[src/rtl/mips_ctrl_pkg.sv]
// Shared encodings for the multi-cycle MIPS control unit: states, opcodes,
// functs, ALU operation and next-PC select codes, and the instruction classes.
package mips_ctrl_pkg;

  localparam logic [2:0] S_IF     = 3'b000;
  localparam logic [2:0] S_ID     = 3'b001;
  localparam logic [2:0] S_EXE_LS = 3'b010;
  localparam logic [2:0] S_MEM    = 3'b011;
  localparam logic [2:0] S_WB_LD  = 3'b100;
  localparam logic [2:0] S_EXE_BR = 3'b101;
  localparam logic [2:0] S_EXE_AL = 3'b110;
  localparam logic [2:0] S_WB_AL  = 3'b111;

  localparam logic [5:0] OP_RTYPE = 6'b000000;
  localparam logic [5:0] OP_ADDIU = 6'b001001;
  localparam logic [5:0] OP_ANDI  = 6'b001100;
  localparam logic [5:0] OP_ORI   = 6'b001101;
  localparam logic [5:0] OP_SLTI  = 6'b001010;
  localparam logic [5:0] OP_LW    = 6'b100011;
  localparam logic [5:0] OP_SW    = 6'b101011;
  localparam logic [5:0] OP_BEQ   = 6'b000100;
  localparam logic [5:0] OP_BNE   = 6'b000101;
  localparam logic [5:0] OP_BLTZ  = 6'b000001;
  localparam logic [5:0] OP_J     = 6'b000010;
  localparam logic [5:0] OP_JAL   = 6'b000011;
  localparam logic [5:0] OP_HALT  = 6'b111111;

  localparam logic [5:0] F_ADD = 6'b100000;
  localparam logic [5:0] F_SUB = 6'b100010;
  localparam logic [5:0] F_AND = 6'b100100;
  localparam logic [5:0] F_OR  = 6'b100101;
  localparam logic [5:0] F_SLT = 6'b101010;
  localparam logic [5:0] F_SLL = 6'b000000;
  localparam logic [5:0] F_JR  = 6'b001000;

  localparam logic [2:0] ALU_ADD = 3'b000;
  localparam logic [2:0] ALU_SUB = 3'b001;
  localparam logic [2:0] ALU_SLL = 3'b010;
  localparam logic [2:0] ALU_OR  = 3'b011;
  localparam logic [2:0] ALU_AND = 3'b100;
  localparam logic [2:0] ALU_SLT = 3'b101;

  localparam logic [1:0] PC_SEQ = 2'b00;
  localparam logic [1:0] PC_BR  = 2'b01;
  localparam logic [1:0] PC_JR  = 2'b10;
  localparam logic [1:0] PC_J   = 2'b11;

  typedef enum logic [3:0] {
    IC_NOP, IC_R_ALU, IC_I_ALU, IC_LW, IC_SW, IC_BR, IC_J, IC_JAL, IC_JR, IC_HALT
  } ic_e;

endpackage

[src/rtl/mc_ctrl_decode.sv]
// Combinational op/funct decode into instruction class and ALU configuration.
// Unrecognised opcodes and R-type functs decode as nop.
module mc_ctrl_decode
  import mips_ctrl_pkg::*;
#(
  parameter logic [5:0] HALT_OP = OP_HALT
) (
  input  logic [5:0] op_i,
  input  logic [5:0] funct_i,
  output ic_e        cls_o,
  output logic [2:0] alu_op_o,
  output logic       alu_src_a_o,
  output logic       alu_src_b_o,
  output logic       ext_sel_o,
  output logic       is_rtype_o
);

  always_comb begin
    cls_o       = IC_NOP;
    alu_op_o    = ALU_ADD;
    alu_src_a_o = 1'b0;
    alu_src_b_o = 1'b0;
    ext_sel_o   = 1'b0;
    is_rtype_o  = (op_i == OP_RTYPE);
    if (op_i == HALT_OP) begin
      cls_o = IC_HALT;
    end else begin
      case (op_i)
        OP_RTYPE: begin
          case (funct_i)
            F_ADD: begin cls_o = IC_R_ALU; alu_op_o = ALU_ADD; end
            F_SUB: begin cls_o = IC_R_ALU; alu_op_o = ALU_SUB; end
            F_AND: begin cls_o = IC_R_ALU; alu_op_o = ALU_AND; end
            F_OR:  begin cls_o = IC_R_ALU; alu_op_o = ALU_OR;  end
            F_SLT: begin cls_o = IC_R_ALU; alu_op_o = ALU_SLT; end
            F_SLL: begin cls_o = IC_R_ALU; alu_op_o = ALU_SLL; alu_src_a_o = 1'b1; end
            F_JR:  cls_o = IC_JR;
            default: cls_o = IC_NOP;
          endcase
        end
        OP_ADDIU: begin cls_o = IC_I_ALU; alu_op_o = ALU_ADD; alu_src_b_o = 1'b1; ext_sel_o = 1'b1; end
        OP_SLTI:  begin cls_o = IC_I_ALU; alu_op_o = ALU_SLT; alu_src_b_o = 1'b1; ext_sel_o = 1'b1; end
        OP_ANDI:  begin cls_o = IC_I_ALU; alu_op_o = ALU_AND; alu_src_b_o = 1'b1; end
        OP_ORI:   begin cls_o = IC_I_ALU; alu_op_o = ALU_OR;  alu_src_b_o = 1'b1; end
        OP_LW:    begin cls_o = IC_LW; alu_src_b_o = 1'b1; ext_sel_o = 1'b1; end
        OP_SW:    begin cls_o = IC_SW; alu_src_b_o = 1'b1; ext_sel_o = 1'b1; end
        OP_BEQ, OP_BNE, OP_BLTZ: begin cls_o = IC_BR; alu_op_o = ALU_SUB; ext_sel_o = 1'b1; end
        OP_J:     cls_o = IC_J;
        OP_JAL:   cls_o = IC_JAL;
        default:  cls_o = IC_NOP;
      endcase
    end
  end

endmodule

[src/rtl/mc_control_unit.sv]
// Multi-cycle MIPS control FSM: sequences IF/ID/EXE/MEM/WB and drives all datapath strobes.
// Outputs are combinational; while RST is high they already show IF values so nothing commits.
module mc_control_unit
  import mips_ctrl_pkg::*;
#(
  parameter int         ST_W    = 3,
  parameter logic [5:0] HALT_OP = 6'b111111
) (
  input  logic            CLK,
  input  logic            RST,
  input  logic [5:0]      op,
  input  logic [5:0]      funct,
  input  logic            zero,
  input  logic            sign,
  output logic            PCWre,
  output logic [1:0]      PCSrc,
  output logic            IRWre,
  output logic            InsMemRW,
  output logic            RegWre,
  output logic [1:0]      RegDst,
  output logic            WrRegDSrc,
  output logic            ALUSrcA,
  output logic            ALUSrcB,
  output logic            ExtSel,
  output logic [2:0]      ALUOp,
  output logic            mRD,
  output logic            mWR,
  output logic            DBDataSrc,
  output logic [ST_W-1:0] state
);

  logic [ST_W-1:0] state_q, state_d, out_st;
  ic_e             cls;
  logic [2:0]      dec_alu_op;
  logic            dec_src_a, dec_src_b, dec_ext, is_rtype, br_taken;

  mc_ctrl_decode #(.HALT_OP(HALT_OP)) u_decode (
    .op_i        (op),
    .funct_i     (funct),
    .cls_o       (cls),
    .alu_op_o    (dec_alu_op),
    .alu_src_a_o (dec_src_a),
    .alu_src_b_o (dec_src_b),
    .ext_sel_o   (dec_ext),
    .is_rtype_o  (is_rtype)
  );

  assign br_taken = ((op == OP_BEQ)  &&  zero) ||
                    ((op == OP_BNE)  && !zero) ||
                    ((op == OP_BLTZ) &&  sign);

  always_ff @(posedge CLK) begin
    if (RST) state_q <= S_IF;
    else     state_q <= state_d;
  end

  always_comb begin
    state_d = state_q;
    case (state_q)
      S_IF: state_d = S_ID;
      S_ID: begin
        case (cls)
          IC_J, IC_JAL, IC_JR, IC_HALT, IC_NOP: state_d = S_IF;
          IC_BR:                                state_d = S_EXE_BR;
          IC_LW, IC_SW:                         state_d = S_EXE_LS;
          default:                              state_d = S_EXE_AL;
        endcase
      end
      S_EXE_AL: state_d = S_WB_AL;
      S_EXE_LS: state_d = S_MEM;
      S_MEM:    state_d = (cls == IC_LW) ? S_WB_LD : S_IF;
      default:  state_d = S_IF;
    endcase
  end

  // Reset overrides the decoded state so a write in flight is never strobed.
  assign out_st = RST ? S_IF : state_q;
  assign state  = state_q;

  always_comb begin
    PCWre = 1'b0; PCSrc = PC_SEQ; IRWre = 1'b0; InsMemRW = 1'b0;
    RegWre = 1'b0; RegDst = 2'b00; WrRegDSrc = 1'b0; ALUSrcA = 1'b0;
    ALUSrcB = 1'b0; ExtSel = 1'b0; ALUOp = ALU_ADD; mRD = 1'b0;
    mWR = 1'b0; DBDataSrc = 1'b0;
    case (out_st)
      S_IF: begin IRWre = 1'b1; InsMemRW = 1'b1; end
      S_ID: begin
        case (cls)
          IC_J:   begin PCWre = 1'b1; PCSrc = PC_J; end
          IC_JAL: begin PCWre = 1'b1; PCSrc = PC_J; RegWre = 1'b1; RegDst = 2'b00; end
          IC_JR:  begin PCWre = 1'b1; PCSrc = PC_JR; end
          IC_NOP: begin PCWre = 1'b1; PCSrc = PC_SEQ; end
          default: ;
        endcase
      end
      S_EXE_AL, S_WB_AL: begin
        ALUOp = dec_alu_op; ALUSrcA = dec_src_a; ALUSrcB = dec_src_b; ExtSel = dec_ext;
        if (out_st == S_WB_AL) begin
          RegWre = 1'b1; WrRegDSrc = 1'b1; PCWre = 1'b1;
          RegDst = is_rtype ? 2'b10 : 2'b01;
        end
      end
      S_EXE_BR: begin
        ALUOp = ALU_SUB; ExtSel = 1'b1; PCWre = 1'b1;
        PCSrc = br_taken ? PC_BR : PC_SEQ;
      end
      S_EXE_LS, S_MEM: begin
        ALUOp = ALU_ADD; ALUSrcB = 1'b1; ExtSel = 1'b1;
        if (out_st == S_MEM) begin
          if (cls == IC_SW) begin mWR = 1'b1; PCWre = 1'b1; end
          else              mRD = 1'b1;
        end
      end
      S_WB_LD: begin
        RegWre = 1'b1; RegDst = 2'b01; WrRegDSrc = 1'b1; DBDataSrc = 1'b1; PCWre = 1'b1;
      end
      default: ;
    endcase
  end

endmodule

[config.mk]
export PLATFORM = sky130hd
export DESIGN_NAME = mc_control_unit
export DESIGN_NICKNAME = d
export VERILOG_FILES = /design/src/rtl/mips_ctrl_pkg.sv /design/src/rtl/mc_ctrl_decode.sv /design/src/rtl/mc_control_unit.sv
export SDC_FILE = /design/constraint.sdc
export NUM_CORES = 1
export LEC_CHECK = 0
export CORE_MARGIN = 8
export CORE_UTILIZATION = 40
export CTS_CLUSTER_SIZE = 14
export DETAILED_ROUTE_END_ITERATION = 7
export MAX_ROUTING_LAYER = met4
export PLACE_DENSITY = 0.77
export SLEW_MARGIN = 10
export SYNTH_ARGS = -nofsm -noshare
export SYNTH_HDL_FRONTEND = slang
export SYNTH_SLANG_ARGS = --single-unit
[constraint.sdc]
create_clock -name CLK -period 2.8 [get_ports CLK]
set_input_delay 0.56 -clock CLK [delete_from_list [all_inputs] [get_ports CLK]]
set_output_delay 0.56 -clock CLK [all_outputs]
set_load 0.02 [all_outputs]
==> run summary <==
failing checks = negative setup slack
Area growth syn-to-layout = 96.87%
Final Skew = 0.001084 ns
worst skew pair latency = 0.24 ns
setup ws final = -0.2899 ns
crit end category = primary output
Final period util = 1.104
Core Density at Floorplan = 0.4303
Core ar. = 2233 um2
router iterations before antenna repair = 4
Hold Crit Endpoint = state[0]$_SDFF_PP0_
Net count, final = 254
dpl ws = -1.054 ns
DR iter-0 viols = 155
hold path depth = 2
status = finished with violations
Final Slew Violations = 0
FF/Latch Area = 60.06 um2
Comb power frac = 0.645
final tally of setup violations = 7
post-synth area from yosys stat = 960.9 um2
Critical Path AT = 2.53 ns
Post-synth seq share = 0.06250
worst r2r dst = state[2]$_SDFF_PP0_
GR Util All Layers = 0.2019
first-pass GRT wire length = 6851 um
Via density = 5.992
Post-Syn Instances = 145
antenna violations before repair = 1
top_reg_cell synth = dfxtp_1
fraction of layout cells with a size suffix above 1 = 0.4784
-- metal layers --
| layer | vias up | wire [um] | track usage |
|---|---|---|---|
| li1 | 709 | - | - |
| met3 | 25 | 412 | 0.02921 |
| met2 | 104 | 2481 | 0.3739 |
| met4 | 0 | 199 | 0.06812 |
| met5 | - | 0 | - |
| met1 | 726 | 1852 | 0.2128 |
-- how the worst max path moves through the flow --
stage                     startpoint     to  slack [ns]
after floorplan             funct[2]  PCWre       -0.04
after global placement      funct[5]  PCWre       -0.97
after detailed placement    funct[5]  PCWre       -1.05
after CTS                   funct[2]  PCWre       -0.27
after global routing        funct[5]  PCWre       -0.35
final                       funct[5]  PCWre       -0.29
-- metrics by stage --
step	total power [uW]	hold WS (ns)	instance area, um2	std cells
final	356.9	0.6090	1892	261
after global routing	373.2	0.6496	1892	261
after CTS	336.3	0.6030	1780	255
after detailed placement	247.0	0.5954	1647	244
after global placement	240.7	0.5901	1647	244
after floorplan	149.8	0.6697	970.9	145
-- critical path: stages --
cell       delay (ns)
buf_6            0.10
or3_4            0.39
a2111oi_4        0.32
nand2_2          0.11
and4_4           0.23
ha_4             0.15
or2_4            0.24
mux2i_1          0.17
o32ai_2          0.10
buf_4            0.16
-- cell families (layout without fill, tap and decap cells) --
group                    after synthesis  in the layout  share of synthesized area
buffers and inverters                 22            109                     0.1146
flip-flops                             3              3                    0.06250
AND/OR/NAND/NOR                       72             72                     0.3998
XOR/XNOR                               2              2                    0.01823
multiplexers                           3              3                    0.03125
adder cells (fa/ha/maj)                5              5                    0.06510
other                                  0              1                          0
AND-OR/OR-AND                         38             38                     0.3086
-- power by group through the flow --
stage | Clock (uW) | Sequential (uW) | Combinational (uW)
4_1_cts | 80.3 | 47.9 | 208
5_1_grt | 81.4 | 48.4 | 243
2_1_floorplan | 0 | 51.1 | 98.7
6_report | 78.6 | 48.0 | 230
3_5_place_dp | 0 | 48.6 | 198
3_3_place_gp | 0 | 48.5 | 192
-- repair_timing --
| action | in CTS | in global routing |
|---|---|---|
| resized | 87 | 31 |
| endpoints found under the setup margin | 14 | 15 |
| pin swaps | 19 | 17 |
| setup buffers | 7 | 5 |
-- synth_stat cells, types with 2 or more instances --
master	instances	area [um2]
inv_1	9	33.78
nor3_1	4	20.02
nand4_1	3	18.77
or4_1	2	15.01
buf_2	7	35.03
o21ai_0	4	20.02
nand2_1	16	60.06
o22ai_1	4	25.02
or2_2	3	18.77
nor2b_1	2	12.51
and4_1	3	26.28
nor3b_1	3	22.52
o32ai_1	2	17.52
mux2i_1	3	30.03
or3_1	2	12.51
nand3_1	5	25.02
a31oi_1	6	37.54
dfxtp_1	3	60.06
nand2b_1	7	43.79
ha_1	5	62.56
clkbuf_1	3	11.26
nor2_1	16	60.06
buf_6	2	22.52
a21oi_1	7	35.03
-- area by class of cell --
class                      count  share of cell area
sequential                     3             0.03175
antenna                        1            0.001323
inverter                       9             0.01786
clock buffer                   4             0.01389
tap                           28             0.01852
multi-input combinational    120              0.4960
timing repair buffer          96              0.4206
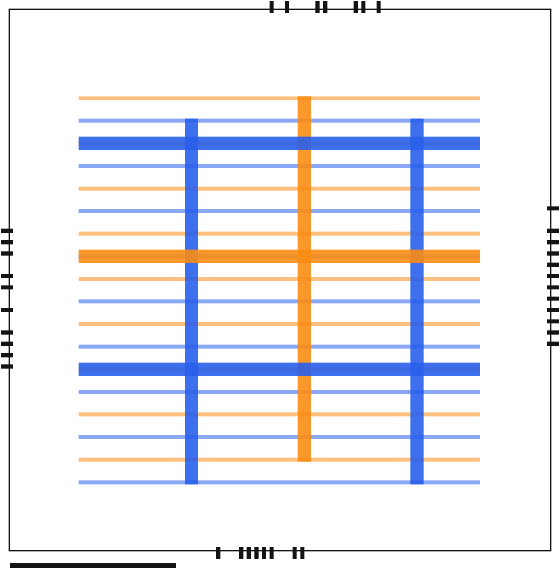
Figure 1: PDN straps and rails.
The bar under the picture is 20 um long. Pins as bars on the die edge.
| color | net |
|---|---|
| orange | VDD |
| blue | VSS |
signal pins: 37
met4 straps: 3

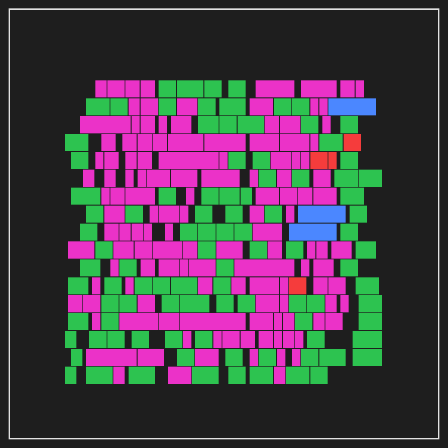
Figure 2: cell classes on the final placement.
| color | class | cells | share of their area |
|---|---|---|---|
| blue | flops | 3 | 3.2% |
| magenta | combinational and other logic | 129 | 52% |
| green | other buffers and delay cells | 96 | 43% |
| red | clock drivers and dummy loads | 4 | 1.4% |
final core utilization: 0.8471
row cnt: 17

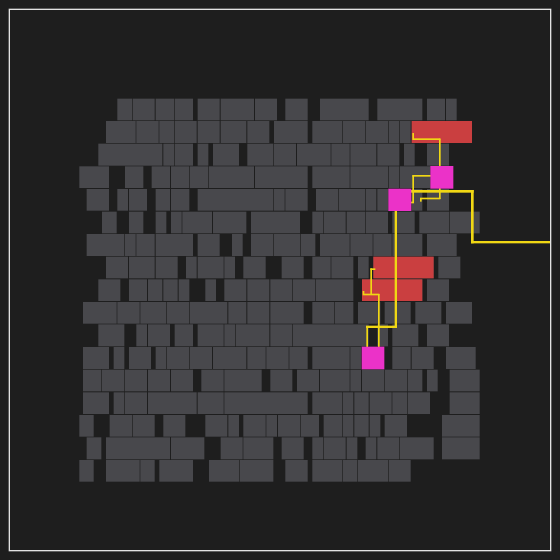
Figure 3: clock network drawn from the DEF.
[red] flip-flops | count: 3
[yellow] clock wires | length: 83.2 um
[magenta] clock drivers | count: 3
routed clock nets: 4

No activity file was given, so power comes from the tool's default toggle rates.
